### config.mk
export PLATFORM = sky130hd
export DESIGN_NAME = pipe_stage_skid
export DESIGN_NICKNAME = d
export VERILOG_FILES = /design/src/rtl/pipe_pkg.sv /design/src/rtl/pipe_sat_counter.sv /design/src/rtl/pipe_stage_skid.sv
export SDC_FILE = /design/constraint.sdc
export NUM_CORES = 1
export LEC_CHECK = 0
export CAP_MARGIN = 20
export CORE_MARGIN = 4
export CORE_UTILIZATION = 55
export CTS_BUF_LIST = sky130_fd_sc_hd__clkbuf_16
export DETAILED_ROUTE_END_ITERATION = 12
export PLACE_DENSITY = 0.87
export SYNTH_ARGS = -nofsm -noshare
export SYNTH_HDL_FRONTEND = slang
export SYNTH_SLANG_ARGS = --single-unit
### constraint.sdc
create_clock -name clk -period 5.3 [get_ports clk]
set_input_delay 0.53 -clock clk [delete_from_list [all_inputs] [get_ports clk]]
set_output_delay 0.53 -clock clk [all_outputs]
set_load 0.01 [all_outputs]
### src/rtl/pipe_pkg.sv
// Shared types and constants for the valid/ready pipeline stage.
package pipe_pkg;

  typedef enum logic [1:0] {
    ST_EMPTY = 2'd0,
    ST_ONE   = 2'd1,
    ST_FULL  = 2'd2
  } pipe_state_t;

  // A zeroed payload decodes as a NOP downstream; replicated to DATA_W at use.
  localparam logic PIPE_NOP_BIT = 1'b0;

endpackage

### src/rtl/pipe_sat_counter.sv
// Saturating up-counter with synchronous clear; clear wins over increment.
module pipe_sat_counter #(
  parameter int CNT_W = 16
) (
  input  logic             clk,
  input  logic             rst_n,
  input  logic             inc,
  input  logic             clr,
  output logic [CNT_W-1:0] cnt
);

  always_ff @(posedge clk or negedge rst_n) begin
    if (!rst_n) begin
      cnt <= '0;
    end else if (clr) begin
      cnt <= '0;
    end else if (inc && (cnt != {CNT_W{1'b1}})) begin
      cnt <= cnt + 1'b1;
    end
  end

endmodule

### src/rtl/pipe_stage_skid.sv
// Parametrised valid/ready pipeline register with optional 2-entry skid buffer,
// flush-to-NOP and a saturating stall-cycle counter.
module pipe_stage_skid
  import pipe_pkg::*;
#(
  parameter int DATA_W = 64,
  parameter int SKID   = 1,
  parameter int CNT_W  = 16
) (
  input  logic              clk,
  input  logic              rst_n,
  input  logic              flush,
  input  logic              in_valid,
  output logic              in_ready,
  input  logic [DATA_W-1:0] in_data,
  output logic              out_valid,
  input  logic              out_ready,
  output logic [DATA_W-1:0] out_data,
  output logic [CNT_W-1:0]  stall_cnt,
  input  logic              cnt_clr
);

  pipe_state_t       state_q, state_d;
  logic [DATA_W-1:0] main_q, main_d;
  logic              in_xfer, out_xfer;

  assign out_valid = (state_q != ST_EMPTY);
  assign out_data  = out_valid ? main_q : {DATA_W{PIPE_NOP_BIT}};
  assign in_xfer   = in_valid && in_ready;
  assign out_xfer  = out_valid && out_ready;

  always_ff @(posedge clk or negedge rst_n) begin
    if (!rst_n) begin
      state_q <= ST_EMPTY;
      main_q  <= '0;
    end else begin
      state_q <= state_d;
      main_q  <= main_d;
    end
  end

  generate
    if (SKID != 0) begin : g_skid
      logic [DATA_W-1:0] skid_q, skid_d;
      logic              rdy_q;

      always_comb begin
        state_d = state_q;
        main_d  = main_q;
        skid_d  = skid_q;
        case (state_q)
          ST_EMPTY: begin
            if (in_xfer) begin
              state_d = ST_ONE;
              main_d  = in_data;
            end
          end
          ST_ONE: begin
            if (in_xfer && out_xfer) begin
              main_d = in_data;
            end else if (in_xfer) begin
              state_d = ST_FULL;
              skid_d  = in_data;
            end else if (out_xfer) begin
              state_d = ST_EMPTY;
            end
          end
          ST_FULL: begin
            if (out_xfer) begin
              state_d = ST_ONE;
              main_d  = skid_q;
            end
          end
          default: state_d = ST_EMPTY;
        endcase
        if (flush) begin
          state_d = ST_EMPTY;
          main_d  = {DATA_W{PIPE_NOP_BIT}};
          skid_d  = {DATA_W{PIPE_NOP_BIT}};
        end
      end

      // in_ready is a pure flop output so upstream sees no combinational path.
      always_ff @(posedge clk or negedge rst_n) begin
        if (!rst_n) begin
          skid_q <= '0;
          rdy_q  <= 1'b0;
        end else begin
          skid_q <= skid_d;
          rdy_q  <= (state_d != ST_FULL);
        end
      end

      assign in_ready = rdy_q;
    end else begin : g_single
      logic alive_q;

      // Holds in_ready low until the first edge after reset release.
      always_ff @(posedge clk or negedge rst_n) begin
        if (!rst_n) alive_q <= 1'b0;
        else        alive_q <= 1'b1;
      end

      assign in_ready = alive_q && (!out_valid || out_ready);

      always_comb begin
        state_d = state_q;
        main_d  = main_q;
        case (state_q)
          ST_EMPTY: begin
            if (in_xfer) begin
              state_d = ST_ONE;
              main_d  = in_data;
            end
          end
          ST_ONE: begin
            if (in_xfer) begin
              main_d = in_data;
            end else if (out_xfer) begin
              state_d = ST_EMPTY;
            end
          end
          default: state_d = ST_EMPTY;
        endcase
        if (flush) begin
          state_d = ST_EMPTY;
          main_d  = {DATA_W{PIPE_NOP_BIT}};
        end
      end
    end
  endgenerate

  pipe_sat_counter #(.CNT_W(CNT_W)) u_stall_cnt (
    .clk   (clk),
    .rst_n (rst_n),
    .inc   (out_valid && !out_ready),
    .clr   (cnt_clr),
    .cnt   (stall_cnt)
  );

endmodule

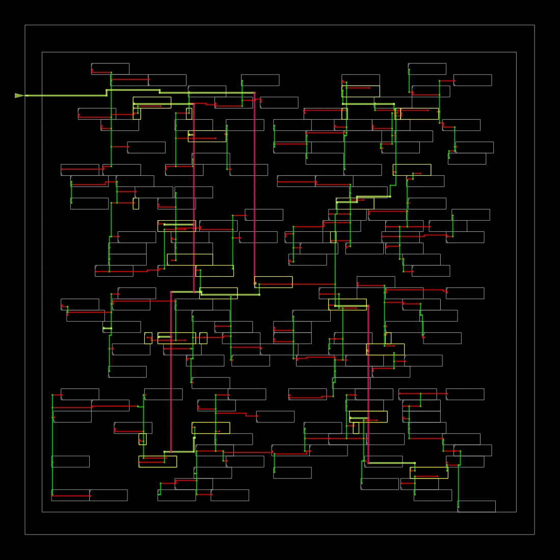
*The clock network*
Clock Latency Late Sink: 0.41 ns
Num CTS Buffers: 17

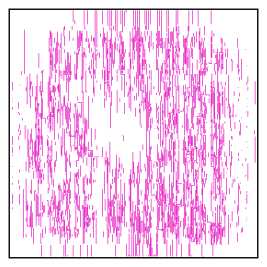
*The metal 2 layer*
(2 px per um)
main direction: vertical
wire length on this layer: 8680 um
nets with wire on the layer: 829
longest straight run: 32.5 um
via count: 6237
met2 Usage GRT: 38.3%
final WL: 18.1 mm

==> results.json <==
{
  "status": "finished clean",
  "enable_flop_cells": 0,
  "synth_area_leader_cell": "dfrtp_1",
  "worstPathRequired_ns": 4.77,
  "fin_nets": 1010,
  "yosys_cells": 821,
  "topCellsByArea": "dfrtp_1 (50%), nand2_1 (14%), mux2_2 (9.8%)",
  "path_clk_slew_ns": 0.05,
  "internal-power_mw": 1.99,
  "avgSynthCellArea_um2": 8.94,
  "finalHoldViolCount": 0,
  "fin_crit_ns": 3.15,
  "filler_cell_count": 913,
  "rr_worst_depth": 5,
  "yosysWarnings": 0,
  "grt_pass1_vias": 5893,
  "end_kind": "output port",
  "place_ws_ns": 2.38,
  "top_cell": "nand2_1",
  "htreeDepth": 4,
  "seqPwrFrac_pct": 46.4,
  "drt_first_pass_iters": 5,
  "warnings": 28,
  "critPathLaunchType": "flop",
  "place_inst": 1090,
  "final_util_pct": 73.3,
  "drtAntennaViolNets": 0,
  "finClkSkew_ns": 0.00492,
  "antenna_found_initial": 0,
  "rows": 41,
  "io_pins": 152,
  "combGateArea_um2": 3390,
  "crit_arrival_ns": 2.62,
  "top_layer": "met4",
  "synthCells": 821,
  "crit_path_max_fanout": 65,
  "max_slew.worst_pin.slew_ns": 0.960,
  "drtIter0Drc": 632,
  "crit_buf_inv": 1,
  "hold_depth": 1,
  "grt_max_degree": 112,
  "globalplace.congestion": 0.847,
  "grt_pass1_wl_mm": 29.3,
  "path_delay_family": "simple AND/OR/NAND/NOR gates",
  "syn_area_um2": 7340,
  "path_class": "flop to output port",
  "fp_util_pct": 57.2,
  "comb_power_share_pct": 13.9,
  "yosys-top-cells-count": "nand2_1 (265), dfrtp_1 (147), a21oi_1 (139)",
  "cts_root_buffer": "clkbuf_16",
  "ys_area_um2": 7340,
  "synth_cell_types": 41,
  "hpwlAfterDp_mm": 10.9,
  "cp.depth": 3,
  "slowest_stage": "or2_2",
  "rsz0062_at_grt": "no",
  "fin_ws_ns": 2.15,
  "clkSinkCount": 147,
  "wl_per_cell_um": 16.1,
  "cts_tree": "yes",
  "pwr-share-clk_pct": 39.7,
  "seq_area_frac_synth_pct": 50.1,
  "min_from": "main_q[0]",
  "layout-drive-gt1-share_pct": 11.4,
  "synth_flop_count": 147,
  "crit_chain": "or2_2, and2_1, clkdlybuf4s50_1",
  "regToRegEndpoint": "main_q[11]",
  "wl_met1_mm": 7.88,
  "cts_max_path_buffers": 2,
  "grtUsageTotal_pct": 24.4,
  "drv_cap": 0,
  "holdPathEnd": "main_q[0]",
  "drc": 0,
  "cts_resized": 0,
  "p_per_area_nw_per_um2": 280,
  "cp-endpoint": "out_data[8]",
  "hold_path_class": "flop to flop",
  "portBuffers": 151,
  "period_used_pct": 59.5,
  "register_area_um2": 3680,
  "max_slew_margin_pct": 36.0,
  "p_switching_mw": 0.640,
  "power_mw": 2.63
}
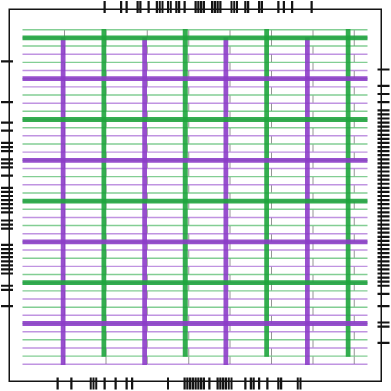
*Power grid*
(3 px per um) Pins as bars on the die edge. Tap cells in grey.
legend:
  green:
    net: VDD
  purple:
    net: VSS
met1 rails: 42
met4 straps: 8
tap cells: 172
signal pins: 152
core box area: 12800 um^2
maximum vdd drop: 0.000168 V
Die W: 124 um
die height: 124 um

[kinds of logic after synthesis]
family | count (synthesis) | share of synthesized area (%)
AOI/OAI and AO/OA | 155 | 11.5
adders and majority gates | 1 | 0.170
buffers and inverters | 65 | 3.92
DFF | 147 | 50.1
muxes | 69 | 10.6
and+or+nand+nor | 384 | 23.7
[through the flow]
step                instance area [um^2]  hold slack [ns]
global route                        9400            0.494
CTS                                 9370            0.293
finish                              9400            0.484
detailed placement                  8860            0.474
global placement                    8860            0.465
floorplan                           7340            0.234
[placed cells by master (no fill, tap or decap), types with 4 or more instances in the layout]
master	n
clkinv_2	4
clkbuf_16	17
nor4_1	6
mux2_2	64
or4_1	7
nor2_1	9
nand4_1	5
or3_1	4
o31ai_1	8
a21oi_1	139
nand3_1	5
inv_1	4
dfrtp_1	147
clkdlybuf4s50_1	149
mux2_1	4
nand2_1	265
and2_1	64
clkinv_1	6
buf_4	9
[power groups by stage]
stage          registers (mW)  clock network [mW]  logic [mW]
6_report                 1.22                1.04       0.366
3_5_place_dp             1.24                   0       0.364
5_1_grt                  1.23                1.11       0.400
2_1_floorplan            1.22                   0       0.198
4_1_cts                  1.22                1.05       0.366
3_3_place_gp             1.24                   0       0.354
[layer usage]
layer	up-vias	global-route usage, %
li1	2963	-
met5	-	0
met2	237	38.3
met3	25	4.80
met1	3012	34.1
met4	0	8.58
[flip-flops by register name (all words and copies together) (netlist names)]
signal           cells
main_q              64
in_ready             1
u_stall_cnt.cnt     16
state_q              2
g_skid.skid_q       64
[area by class of cell]
type,count,area share (%)
clock buffers,17,4.52
clock inverters,12,0.812
inverters,3,0.120
multi-input cells,609,36.0
flip-flops and latches,147,39.1
well taps,172,2.29
repair buffers,161,17.1
No activity file was given, so power comes from the tool's default toggle rates.
